--- src/rtl/enc_conditioner_pkg.sv ---
// Shared types and quadrature decode helpers for the encoder conditioning stage.
package enc_conditioner_pkg;

  localparam logic [1:0] GRAY_00 = 2'b00;
  localparam logic [1:0] GRAY_10 = 2'b10;
  localparam logic [1:0] GRAY_11 = 2'b11;
  localparam logic [1:0] GRAY_01 = 2'b01;

  typedef enum logic {
    ST_UNPRIMED = 1'b0,
    ST_PRIMED   = 1'b1
  } prime_state_t;

  typedef struct packed {
    logic step;
    logic dir_fwd;
    logic err;
  } quad_t;

  // Position of an {A,B} pair along the forward cycle 00->10->11->01.
  function automatic logic [1:0] gray_pos(input logic [1:0] ab);
    logic [1:0] pos;
    case (ab)
      GRAY_00: pos = 2'd0;
      GRAY_10: pos = 2'd1;
      GRAY_11: pos = 2'd2;
      default: pos = 2'd3;
    endcase
    return pos;
  endfunction

  function automatic quad_t quad_decode(input logic [1:0] old_ab, input logic [1:0] new_ab);
    quad_t      q;
    logic [1:0] delta;
    q     = '0;
    delta = gray_pos(new_ab) - gray_pos(old_ab);
    case (delta)
      2'd1: begin
        q.step    = 1'b1;
        q.dir_fwd = 1'b1;
      end
      2'd3:    q.step = 1'b1;
      2'd2:    q.err  = 1'b1;
      default: q      = '0;
    endcase
    return q;
  endfunction

endpackage

--- src/rtl/enc_conditioner_if.sv ---
// Pin-side and decoded-side signal bundle of enc_conditioner.
// err_count exists only when ENC_ERR_COUNT_EN is defined.
interface enc_conditioner_if #(
  parameter int NUM_ENC = 3
);
  logic [NUM_ENC-1:0] enc_a_in;
  logic [NUM_ENC-1:0] enc_b_in;
  logic [NUM_ENC-1:0] enc_a_out;
  logic [NUM_ENC-1:0] enc_b_out;
  logic [NUM_ENC-1:0] step;
  logic [NUM_ENC-1:0] dir;
  logic [NUM_ENC-1:0] err;
`ifdef ENC_ERR_COUNT_EN
  logic [8*NUM_ENC-1:0] err_count;

  modport master (
    output enc_a_in, enc_b_in,
    input  enc_a_out, enc_b_out, step, dir, err, err_count
  );
  modport slave (
    input  enc_a_in, enc_b_in,
    output enc_a_out, enc_b_out, step, dir, err, err_count
  );
`else
  modport master (
    output enc_a_in, enc_b_in,
    input  enc_a_out, enc_b_out, step, dir, err
  );
  modport slave (
    input  enc_a_in, enc_b_in,
    output enc_a_out, enc_b_out, step, dir, err
  );
`endif
endinterface

--- src/rtl/enc_conditioner_debounce.sv ---
// One encoder pin: synchroniser chain, stable-tick counter and debounced output register.
module enc_debounce #(
  parameter int SYNC_STAGES = 2,
  parameter int DB_TICKS    = 4
) (
  input  logic clk,
  input  logic reset,
  input  logic i_pin,
  input  logic i_tick,
  input  logic i_primed,
  input  logic i_load,
  output logic o_sync,
  output logic o_out,
  output logic o_upd
);
  logic [SYNC_STAGES-1:0] r_sync;
  logic [7:0]             r_cnt;
  logic                   r_out;
  logic                   w_diff;

  assign o_sync = r_sync[SYNC_STAGES-1];
  assign o_out  = r_out;
  assign w_diff = (o_sync != r_out);
  // Asserted on the cycle the output register takes the synced value.
  assign o_upd  = i_primed && i_tick && w_diff && (r_cnt == 8'(DB_TICKS - 1));

  always_ff @(posedge clk) begin
    if (!reset) begin
      r_sync <= '0;
      r_cnt  <= '0;
      r_out  <= 1'b0;
    end else begin
      r_sync <= {r_sync[SYNC_STAGES-2:0], i_pin};
      if (i_load) begin
        r_out <= o_sync;
        r_cnt <= '0;
      end else if (!i_primed || !w_diff) begin
        r_cnt <= '0;
      end else if (o_upd) begin
        r_out <= o_sync;
        r_cnt <= '0;
      end else if (i_tick) begin
        r_cnt <= r_cnt + 8'd1;
      end
    end
  end

endmodule

--- src/rtl/enc_conditioner.sv ---
// Encoder input conditioner: shared prescaler, per-pin debounce, per-channel priming and x4 decode.
// Optional saturating per-channel error counters under ENC_ERR_COUNT_EN.
module enc_conditioner
  import enc_conditioner_pkg::*;
#(
  parameter int NUM_ENC     = 3,
  parameter int SYNC_STAGES = 2,
  parameter int PRESCALE    = 16,
  parameter int DB_TICKS    = 4
) (
  input logic               clk,
  input logic               reset,
  enc_conditioner_if.slave  bus
);
  localparam int PW = (PRESCALE > 1) ? $clog2(PRESCALE) : 1;

  logic [PW-1:0]      r_pre;
  logic               w_tick;
  logic [NUM_ENC-1:0] w_sync_a, w_sync_b, w_out_a, w_out_b, w_upd_a, w_upd_b;
  logic [NUM_ENC-1:0] w_primed, w_load, w_chg;
  logic [NUM_ENC-1:0] r_prev_a, r_prev_b, r_step, r_dir, r_err;
  prime_state_t       r_state [NUM_ENC];
  logic [7:0]         r_pcnt  [NUM_ENC];
  quad_t              w_quad  [NUM_ENC];

  assign w_tick = (r_pre == PW'(PRESCALE - 1));

  always_ff @(posedge clk) begin
    if (!reset || w_tick) r_pre <= '0;
    else                  r_pre <= r_pre + PW'(1);
  end

  for (genvar g = 0; g < NUM_ENC; g++) begin : g_ch
    enc_debounce #(.SYNC_STAGES(SYNC_STAGES), .DB_TICKS(DB_TICKS)) u_db_a (
      .clk(clk), .reset(reset), .i_pin(bus.enc_a_in[g]), .i_tick(w_tick),
      .i_primed(w_primed[g]), .i_load(w_load[g]),
      .o_sync(w_sync_a[g]), .o_out(w_out_a[g]), .o_upd(w_upd_a[g])
    );
    enc_debounce #(.SYNC_STAGES(SYNC_STAGES), .DB_TICKS(DB_TICKS)) u_db_b (
      .clk(clk), .reset(reset), .i_pin(bus.enc_b_in[g]), .i_tick(w_tick),
      .i_primed(w_primed[g]), .i_load(w_load[g]),
      .o_sync(w_sync_b[g]), .o_out(w_out_b[g]), .o_upd(w_upd_b[g])
    );

    assign w_primed[g] = (r_state[g] == ST_PRIMED);
    assign w_chg[g]    = (w_sync_a[g] != r_prev_a[g]) || (w_sync_b[g] != r_prev_b[g]);
    assign w_load[g]   = !w_primed[g] && w_tick && !w_chg[g] && (r_pcnt[g] == 8'(DB_TICKS - 1));
    // Decode compares the held pair against the pair being loaded this same edge.
    assign w_quad[g]   = quad_decode({w_out_a[g], w_out_b[g]},
                                     {w_upd_a[g] ? w_sync_a[g] : w_out_a[g],
                                      w_upd_b[g] ? w_sync_b[g] : w_out_b[g]});
  end

  always_ff @(posedge clk) begin
    if (!reset) begin
      r_prev_a <= '0;
      r_prev_b <= '0;
      r_step   <= '0;
      r_dir    <= '0;
      r_err    <= '0;
      for (int unsigned i = 0; i < NUM_ENC; i++) begin
        r_state[i] <= ST_UNPRIMED;
        r_pcnt[i]  <= '0;
      end
    end else begin
      r_prev_a <= w_sync_a;
      r_prev_b <= w_sync_b;
      for (int unsigned i = 0; i < NUM_ENC; i++) begin
        case (r_state[i])
          ST_UNPRIMED: begin
            r_step[i] <= 1'b0;
            r_err[i]  <= 1'b0;
            if (w_chg[i]) begin
              r_pcnt[i] <= '0;
            end else if (w_load[i]) begin
              r_pcnt[i]  <= '0;
              r_state[i] <= ST_PRIMED;
            end else if (w_tick) begin
              r_pcnt[i] <= r_pcnt[i] + 8'd1;
            end
          end
          ST_PRIMED: begin
            r_step[i] <= w_quad[i].step;
            r_err[i]  <= w_quad[i].err;
            if (w_quad[i].step) r_dir[i] <= w_quad[i].dir_fwd;
          end
        endcase
      end
    end
  end

  assign bus.enc_a_out = w_out_a;
  assign bus.enc_b_out = w_out_b;
  assign bus.step      = r_step;
  assign bus.dir       = r_dir;
  assign bus.err       = r_err;

`ifdef ENC_ERR_COUNT_EN
  logic [7:0] r_errc [NUM_ENC];

  always_ff @(posedge clk) begin
    if (!reset) begin
      for (int unsigned i = 0; i < NUM_ENC; i++) r_errc[i] <= '0;
    end else begin
      for (int unsigned i = 0; i < NUM_ENC; i++) begin
        if (r_err[i] && (r_errc[i] != 8'hFF)) r_errc[i] <= r_errc[i] + 8'd1;
      end
    end
  end

  for (genvar g = 0; g < NUM_ENC; g++) begin : g_errc
    assign bus.err_count[8*g +: 8] = r_errc[g];
  end
`endif

endmodule

--- src/flat_wrapper.sv ---
// flat-port wrapper written by rule: the top's interface ports become plain ports
module enc_conditioner_flat import enc_conditioner_pkg::*;
#(
  parameter int NUM_ENC     = 3,
  parameter int SYNC_STAGES = 2,
  parameter int PRESCALE    = 16,
  parameter int DB_TICKS    = 4
)
  (clk, reset, bus_enc_a_in, bus_enc_b_in, bus_enc_a_out, bus_enc_b_out, bus_step, bus_dir, bus_err);
  enc_conditioner_if #(.NUM_ENC(NUM_ENC)) bus_i ();
  input logic clk;
  input logic reset;
  input wire logic [$bits(bus_i.enc_a_in)-1:0] bus_enc_a_in;
  input wire logic [$bits(bus_i.enc_b_in)-1:0] bus_enc_b_in;
  output wire logic [$bits(bus_i.enc_a_out)-1:0] bus_enc_a_out;
  output wire logic [$bits(bus_i.enc_b_out)-1:0] bus_enc_b_out;
  output wire logic [$bits(bus_i.step)-1:0] bus_step;
  output wire logic [$bits(bus_i.dir)-1:0] bus_dir;
  output wire logic [$bits(bus_i.err)-1:0] bus_err;
  assign bus_i.enc_a_in = bus_enc_a_in;
  assign bus_i.enc_b_in = bus_enc_b_in;
  assign bus_enc_a_out = bus_i.enc_a_out;
  assign bus_enc_b_out = bus_i.enc_b_out;
  assign bus_step = bus_i.step;
  assign bus_dir = bus_i.dir;
  assign bus_err = bus_i.err;
  enc_conditioner #(.NUM_ENC(NUM_ENC), .SYNC_STAGES(SYNC_STAGES), .PRESCALE(PRESCALE), .DB_TICKS(DB_TICKS)) u_core (.clk(clk), .reset(reset), .bus(bus_i));
endmodule
--- config.mk ---
export PLATFORM = sky130hd
export DESIGN_NAME = enc_conditioner_flat
export DESIGN_NICKNAME = d
export VERILOG_FILES = /design/src/rtl/enc_conditioner_pkg.sv /design/src/rtl/enc_conditioner_if.sv /design/src/rtl/enc_conditioner_debounce.sv /design/src/rtl/enc_conditioner.sv /design/src/flat_wrapper.sv
export SDC_FILE = /design/constraint.sdc
export NUM_CORES = 1
export LEC_CHECK = 0
export CAP_MARGIN = 20
export CORE_MARGIN = 5
export CORE_UTILIZATION = 58
export CTS_BUF_LIST = sky130_fd_sc_hd__clkbuf_8
export DETAILED_ROUTE_END_ITERATION = 16
export PLACE_DENSITY = 0.77
export SLEW_MARGIN = 0
export SYNTH_ARGS = -nofsm -noshare
export SYNTH_HDL_FRONTEND = slang
export SYNTH_SLANG_ARGS = --single-unit
export TNS_END_PERCENT = 10
--- constraint.sdc ---
create_clock -name clk -period 8.41 [get_ports clk]
set_input_delay 1.2615 -clock clk [delete_from_list [all_inputs] [get_ports clk]]
set_output_delay 1.2615 -clock clk [all_outputs]
set_load 0.005 [all_outputs]
==> run_1/m2.png <==
Bar = 20 µm.
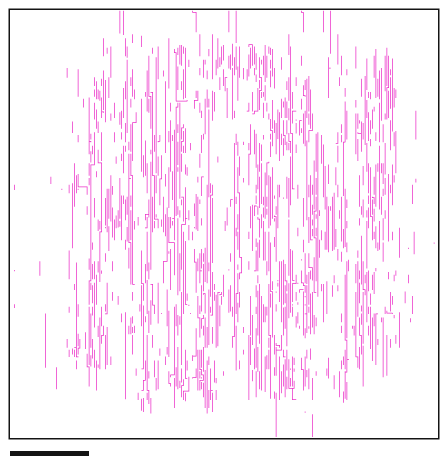
main direction: vertical
wire length on this layer: 5050 µm
vias: 4136
routed wire length: 10500 µm
Global Route met2 Usage: 0.321

==> run_1/placed.png <==
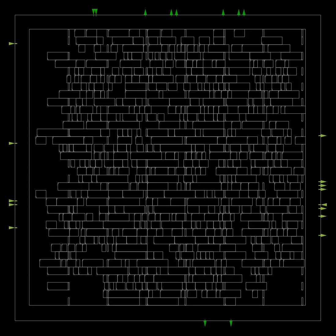
Core Rows: 36
Seq cells: 112
final cell count without fillers: 746

==> run_1/layers.png <==
Only two layers are drawn.
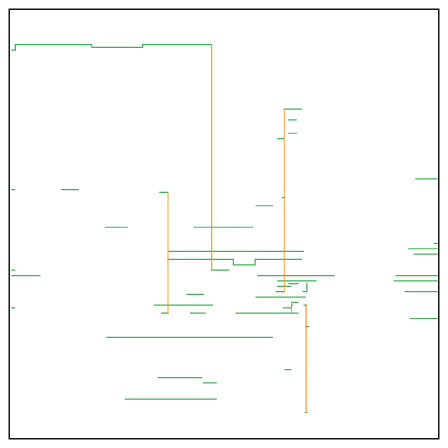
[green] M3 | wire length: 410 µm
[orange] M4 | wire length: 164 µm

==> run_1/port_trees.png <==
Bar = 20 µm.
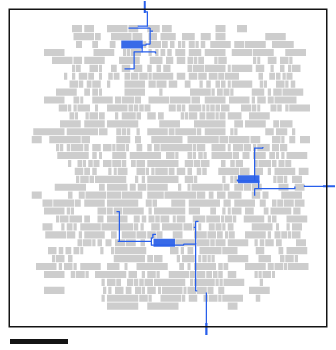
[blue] bus_enc_a_out | direction: output | edge: 1 north, 1 east, 1 south | end cells: 3 | buffers: 3 | wire: 175 µm

run 1: final timing paths:
path                                                    from                                         end  slack, ns  cells after the start
setup / recovery                  u_core.r_pre[0]$_SDFF_PP0_              u_core.bus.dir[0]$_SDFFE_PN0P_       5.21                     10
hold / removal    u_core.g_ch[2].u_db_a.r_sync[0]$_SDFF_PN0_  u_core.g_ch[2].u_db_a.r_sync[1]$_SDFF_PN0_       0.44                      1
setup reg to reg                  u_core.r_pre[0]$_SDFF_PP0_              u_core.bus.dir[0]$_SDFFE_PN0P_       5.21                     10
hold reg to reg   u_core.g_ch[2].u_db_a.r_sync[0]$_SDFF_PN0_  u_core.g_ch[2].u_db_a.r_sync[1]$_SDFF_PN0_       0.44                      1
run 1: state kept, by name, indices dropped and copies added (netlist names), 4 cells and up:
signal / cells
u_core.g_ch.u_db_a.r_cnt: 24
u_core.g_ch.u_db_a.r_sync: 6
u_core.g_ch.u_db_b.r_cnt: 24
u_core.g_ch.u_db_b.r_sync: 6
u_core.r_pcnt: 24
u_core.r_pre: 4
run 1: power by group:
part	switching (µW)	internal, µW	total [µW]
clock	180	157	337
combinational	22.7	19.5	42.1
sequential	15.0	564	579
run 1: kinds of logic (layout without fill, tap and decap cells):
| family | count (synthesis) | after routing |
|---|---|---|
| AOI/OAI and AO/OA | 41 | 41 |
| xor gates and xnor gates | 73 | 73 |
| adders and majority gates | 19 | 19 |
| buffers and inverters | 56 | 71 |
| DFF | 112 | 112 |
| muxes | 17 | 17 |
| and+or+nand+nor | 280 | 280 |
run 1: stage by stage:
step	setup slack [ns]	util
3_5_place_dp	5.10	0.611
2_1_floorplan	5.71	-
5_1_grt	4.97	0.635
4_1_cts	5.19	0.633
3_3_place_gp	5.18	0.611
6_report	5.21	0.635
==> flow_summary.ini, run 1 <==
; synthesis and place-and-route metrics
[flow_run]
tool_warnings = 29

[synthesis]
ys_warn_count = 0
aoi_share = 0.0450
top_cells_by_area = dfxtp_1, edfxtp_1, xnor2_1
syn_area_per_cell_um2 = 9.39
logic_family = simple AND/OR/NAND/NOR gates
synthFlopType = dfxtp_1
mux_share = 0.0323
synth_top_cell_by_count = dfxtp_1
ys_seq_frac = 0.447
ys_chip_area_mm2 = 0.00562
syn_nets = 625
ys_sh_adder = 0.0423
ys_ff = 112

[global_route]
grt_max_degree = 51
globalRouteOverflowTotal = 0
antenna_found_initial = 0
grt.met1_usage = 0.243
gr-max-usage-layer = met2
grt_pass1_vias = 3966

[final_layout]
drive_above_1_share = 0.0604
biggestCellCategory = combinational gates
buffers = 28
num-nonclk-inverters = 27
seq_share = 0.412
mi_logic_area_mm2 = 0.00284
comb-cell-share = 0.466

[worst_setup_path]
critPathMaxFanout = 11

[detailed_routing]
wl_met2_um = 5050
first_iter_violations = 247
drt_pass1_iterations = 4
highest_layer = met4
vias_per_cell = 5.54
dr_wl_met3_um = 410
post_drt_wl_per_cell_um = 14.0

[sta]
hold_viol_final = 0
fin_skew_ns = 0.0210
max_slew_margin = 0.633
hold_slack_ns = 0.444
worstMarginPinSlew_ns = 0.545
slew_violations = 0
rsz0062_at_grt = false
finalSetupViolations = 0

[placed_design]
dp.cells = 727
place_congestion = 0.799
placed_area_mm2 = 0.00586

[clock_tree]
path_clk_slew_ns = 0.10
cts_setup_buffers = 0
clock_latency_ns = 0.37
ctsHoldBuffers = 0
cts_resized = 0
cts_htree_levels = 3

[power_and_ir_drop]
finalPower_uw = 958
vdd_ir_drop_max_mv = 0.0735
p_leak_uw = 0.00217
powerDensity_mw_per_mm2 = 157

[die]
tap_cells = 133
die_area_mm2 = 0.0118
core-area_mm2 = 0.00959
fp_util = 0.585

[run_status]
outcome = finished, final reports clean

[worst_hold_path]
hold_class = flip-flop to flip-flop
==> run_1/ff_map.png <==
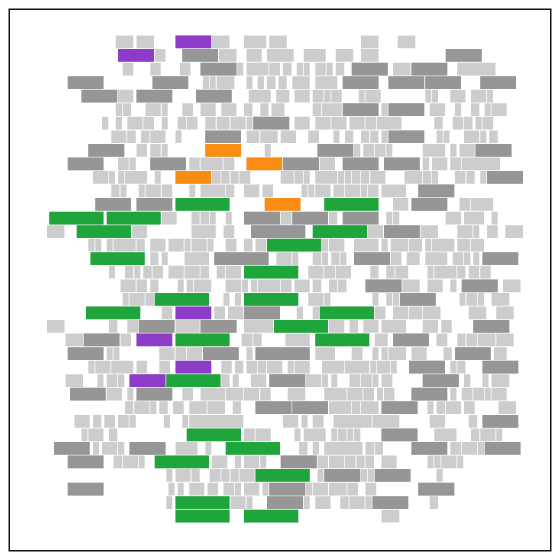

--- run 2 (diff from run 1) ---
==> constraint.sdc (replaced) <==
create_clock -name clk -period 3.2 [get_ports clk]
set_input_delay 0.48 -clock clk [delete_from_list [all_inputs] [get_ports clk]]
set_output_delay 0.48 -clock clk [all_outputs]
set_load 0.005 [all_outputs]
==> run_2/ff_map.png <==
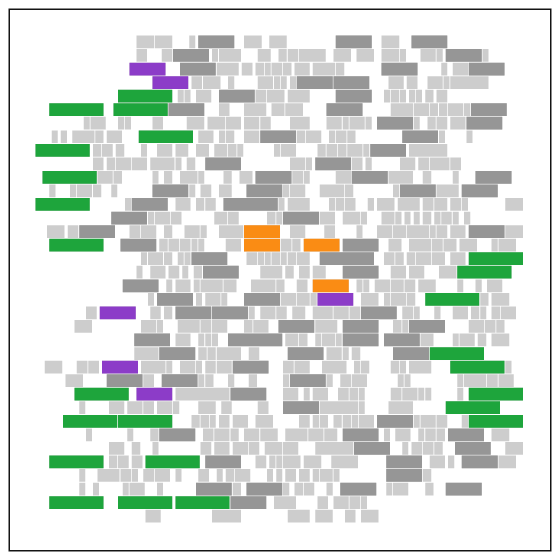
[green] u_core.r_pcnt | sequential cells: 24 | where: spread over the die
[purple] u_core.g_ch.u_db_a.r_sync | sequential cells: 6
[orange] u_core.r_pre | sequential cells: 4 | where: centre
not coloured: 78

==> run_2/layers.png <==
Only two layers are drawn.
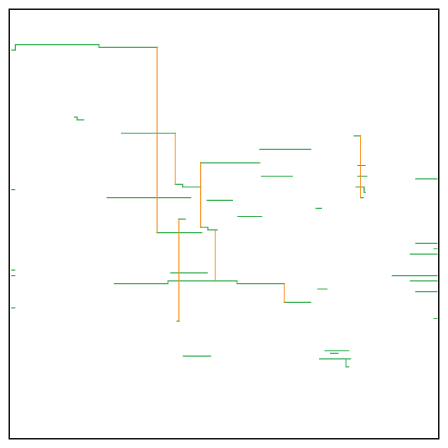
[orange] M4 | wire length: 135 µm
[green] M3 | wire length: 293 µm

==> run 2 against run 1 <==
Effect of this change:
- wire length is 0.35% lower
- cell area rose by 0.72%
- die size unchanged
- total power increased to 2.6 times the previous value
- utilization increased by 0.46 points
- critical path depth is the same
- setup slack worse by 4.9 ns
- critical path type unchanged
==> flow_summary.ini, run 2 <==
; synthesis and place-and-route metrics
[power_and_ir_drop]
clkPwrFrac = 0.340
vdd_ir_drop_max_mv = 0.234
powerDensity_mw_per_mm2 = 403
pwr-share-comb = 0.047
switchingPower_uw = 556
p_sw_frac = 0.225
p_leak_uw = 0.00219
sequentialPowerShare = 0.613

[placed_design]
dp.cells = 735
place_congestion = 0.816
placed_area_mm2 = 0.00592

[synthesis]
mux_share = 0.0323
ys_warn_count = 0
aoi_share = 0.0450
syn_area_per_cell_um2 = 9.39
top_cells_by_area = dfxtp_1, edfxtp_1, xnor2_1
synthFlopType = dfxtp_1
synth_top_cell_by_count = dfxtp_1
syn_nets = 625

[clock_tree]
path_clk_slew_ns = 0.10
ctsHoldBuffers = 0
cts_setup_buffers = 0
cts_resized = 0

[global_route]
antenna_found_initial = 0

[final_layout]
buffers = 35
comb-cell-share = 0.463
final_util = 0.640
num-nonclk-inverters = 27
final_cells = 753
seq_share = 0.409

[worst_setup_path]
rrSetupSlack_ns = 0.29
r2r_cells = 10
r2r-start = u_core.r_pre[0]$_SDFF_PP0_

[sta]
fin_skew_ns = 0.0107
slew_violations = 0
finalSetupViolations = 0
worstMarginPinSlew_ns = 0.528
rsz0062_at_grt = false
hold_slack_ns = 0.445
fin_ws_ns = 0.287
hold_viol_final = 0

[worst_hold_path]
hp-start = u_core.g_ch[2].u_db_a.r_sync[0]$_SDFF_PN0_
hold_path_end = u_core.g_ch[2].u_db_a.r_sync[1]$_SDFF_PN0_
holdPathStages = 1
hold_class = flip-flop to flip-flop

[die]
core-area_mm2 = 0.00959
fp_util = 0.585
placementRows = 36
die_area_mm2 = 0.0118

[detailed_routing]
first_iter_violations = 211
vias_per_cell = 5.48
routed_wl_um = 10400

[run_status]
outcome = finished, final reports clean

[flow_run]
tool_warnings = 29
[run 2: cell counts after synthesis]
Identical to the previous run, type by type.
[run 2: worst max path at each step]
stage                                from                        endpoint  slack [ns]  cells after the start
3_5_place_dp   u_core.r_pre[0]$_SDFF_PP0_  u_core.bus.dir[0]$_SDFFE_PN0P_        0.34                     10
2_1_floorplan  u_core.r_pre[0]$_SDFF_PP0_  u_core.bus.dir[0]$_SDFFE_PN0P_        0.50                     11
6_report       u_core.r_pre[0]$_SDFF_PP0_  u_core.bus.dir[0]$_SDFFE_PN0P_        0.29                     10
5_1_grt        u_core.r_pre[0]$_SDFF_PP0_  u_core.bus.dir[0]$_SDFFE_PN0P_         0.1                     10
4_1_cts        u_core.r_pre[0]$_SDFF_PP0_  u_core.bus.dir[0]$_SDFFE_PN0P_        0.31                     10
3_3_place_gp   u_core.r_pre[0]$_SDFF_PP0_  u_core.bus.dir[2]$_SDFFE_PN0P_        0.47                     11
[run 2: cell families after synthesis]
group | after synthesis
muxes | 17
xor gates and xnor gates | 73
buffers and inverters | 56
DFF | 112
and+or+nand+nor | 280
adders and majority gates | 19
AOI/OAI and AO/OA | 41
[run 2: metal layers]
layer / vias up / GRT usage / share of wire
met5: - / 0 / 0
met4: 0 / 0.0505 / 0.013
met3: 15 / 0.0418 / 0.028
met2: 58 / 0.323 / 0.48
met1: 1936 / 0.248 / 0.48
li1: 2114 / - / -
[run 2: power by group through the flow]
stage               Combinational [µW]  Clock, µW  Sequential (µW)
finish                             117        840             1520
global route                       133        923             1520
CTS                                115        862             1520
detailed placement                 114          0             1550
global placement                   111          0             1550
floorplan                         88.2          0             1540
==> run_2/placed.png <==
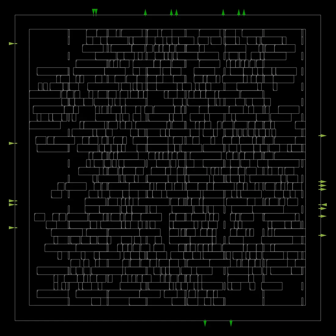

--- run 3 (diff from run 2) ---
--- a/config.mk
+++ b/config.mk
@@ -11,6 +11,7 @@
 export CTS_BUF_LIST = sky130_fd_sc_hd__clkbuf_8
 export DETAILED_ROUTE_END_ITERATION = 16
 export PLACE_DENSITY = 0.77
+export RECOVER_POWER = 50
 export SLEW_MARGIN = 0
 export SYNTH_ARGS = -nofsm -noshare
 export SYNTH_HDL_FRONTEND = slang
==> run_3/placed.png <==
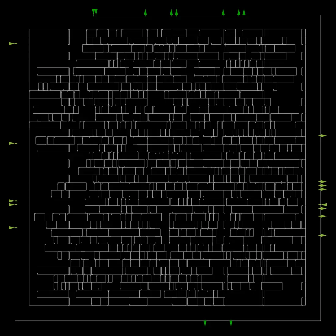
final cell count without fillers: 753
area of the core: 0.00959 mm²

==> run_3/m2.png <==
Bar = 20 µm.
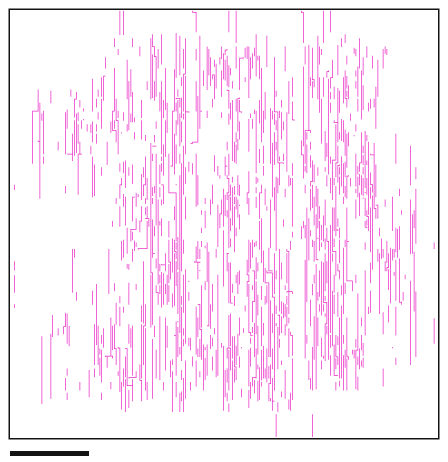
longest straight run: 39.8 µm
nets with wire on the layer: 523
share of all routed wire: 48%
main direction: vertical
wire length on this layer: 4980 µm

==> run 3 against run 2 <==
Effect of this change:
- count of clock-buffer cells in the layout stayed put
- clock skew hardly changed
- die size stayed put
- setup slack better by 0.0025 ns
- global-route usage stayed put
- wire length is 0.22% lower
- critical path type unchanged
- highest routed layer unchanged
==> flow_summary.ini, run 3 <==
; synthesis and place-and-route metrics
[detailed_routing]
first_iter_violations = 170
routed_wl_um = 10400
vias_per_cell = 5.47
ant_nets = 0
post_drt_wl_per_cell_um = 13.8

[worst_hold_path]
hold_class = flip-flop to flip-flop
hp-start = u_core.g_ch[2].u_db_a.r_sync[0]$_SDFF_PN0_

[clock_tree]
cts_resized = 0
ctsHoldBuffers = 0
cts_setup_buffers = 0
path_clk_slew_ns = 0.10

[synthesis]
ys_warn_count = 0
synth_top_cell_by_count = dfxtp_1
synthFlopType = dfxtp_1
syn_nets = 625
top_cells_by_area = dfxtp_1, edfxtp_1, xnor2_1
common_cells = dfxtp_1, nor2_1, nand2_1
syn-instance-count = 598
syn_area_per_cell_um2 = 9.39

[sta]
hold_slack_ns = 0.447
fin_skew_ns = 0.0106
slew_violations = 0
finalSetupViolations = 0
fin_ws_ns = 0.289
rsz0062_at_grt = false
hold_viol_final = 0
worstMarginPinSlew_ns = 0.899

[worst_setup_path]
critical_path_class = flip-flop to flip-flop
startpoint = u_core.r_pre[0]$_SDFF_PP0_
crit_family = simple AND/OR/NAND/NOR gates
path_cells = ha_1 > and4_1 > and4_4 > mux2i_1 > xnor2_1 > ha_1 > or3_1 > nand2_1 > and4bb_2 > nor4_2
r2r-start = u_core.r_pre[0]$_SDFF_PP0_

[power_and_ir_drop]
p_leak_uw = 0.00223
powerDensity_mw_per_mm2 = 403
vdd_ir_drop_max_mv = 0.236

[die]
io_pins = 23
fp_util = 0.585
die_area_mm2 = 0.0118
placementRows = 36

[final_layout]
final_util = 0.639
drive_above_1_share = 0.0645

[placed_design]
dp.cells = 735
placed_area_mm2 = 0.00592
place_congestion = 0.816

[global_route]
antenna_found_initial = 0

[run_status]
outcome = finished, final reports clean

[flow_run]
tool_warnings = 29
==> run 3: final cells by class <==
| type | instances | area share |
|---|---|---|
| Clock inverter | 6 | 0.0100 |
| Multi-Input combinational cell | 430 | 0.464 |
| Sequential cell | 112 | 0.410 |
| Clock buffer | 10 | 0.0225 |
| Inverter | 27 | 0.0165 |
| Tap cell | 133 | 0.0272 |
| Timing Repair Buffer | 35 | 0.0502 |
==> run 3: layer usage <==
layer	up-vias	track usage	part of all wire
met2	59	0.323	0.48
met4	0	0.0505	0.013
met5	-	0	0
met3	13	0.0418	0.035
met1	1935	0.248	0.47
li1	2113	-	-
==> run 3: worst paths after layout <==
path                                                     end  slack (ns)  cells after the start
hold reg to reg   u_core.g_ch[2].u_db_a.r_sync[1]$_SDFF_PN0_        0.45                      1
setup reg to reg              u_core.bus.dir[0]$_SDFFE_PN0P_        0.29                     10
hold / removal    u_core.g_ch[2].u_db_a.r_sync[1]$_SDFF_PN0_        0.45                      1
setup / recovery              u_core.bus.dir[0]$_SDFFE_PN0P_        0.29                     10
==> run 3: cell families (layout without fill, tap and decap cells) <==
logic type               count (synthesis)  count (layout)  synth area share
flip-flops                             112             112             0.447
adder cells (fa/ha/maj)                 19              19            0.0423
AND-OR/OR-AND                           41              41            0.0450
multiplexers                            17              17            0.0323
buffers and inverters                   56              78            0.0468
AND/OR/NAND/NOR                        280             280             0.271
XOR/XNOR                                73              73             0.115
==> run 3: where the power goes <==
part / switching, µW / internal, µW / leakage [µW]
registers: 34.7 / 1480 / 0.000975
logic: 61.6 / 52.5 / 0.00116
clock network: 459 / 380 / 0.0000973
total: 555 / 1910 / 0.00223
Power figures rest on the tool's default switching activity, not on a simulated workload.
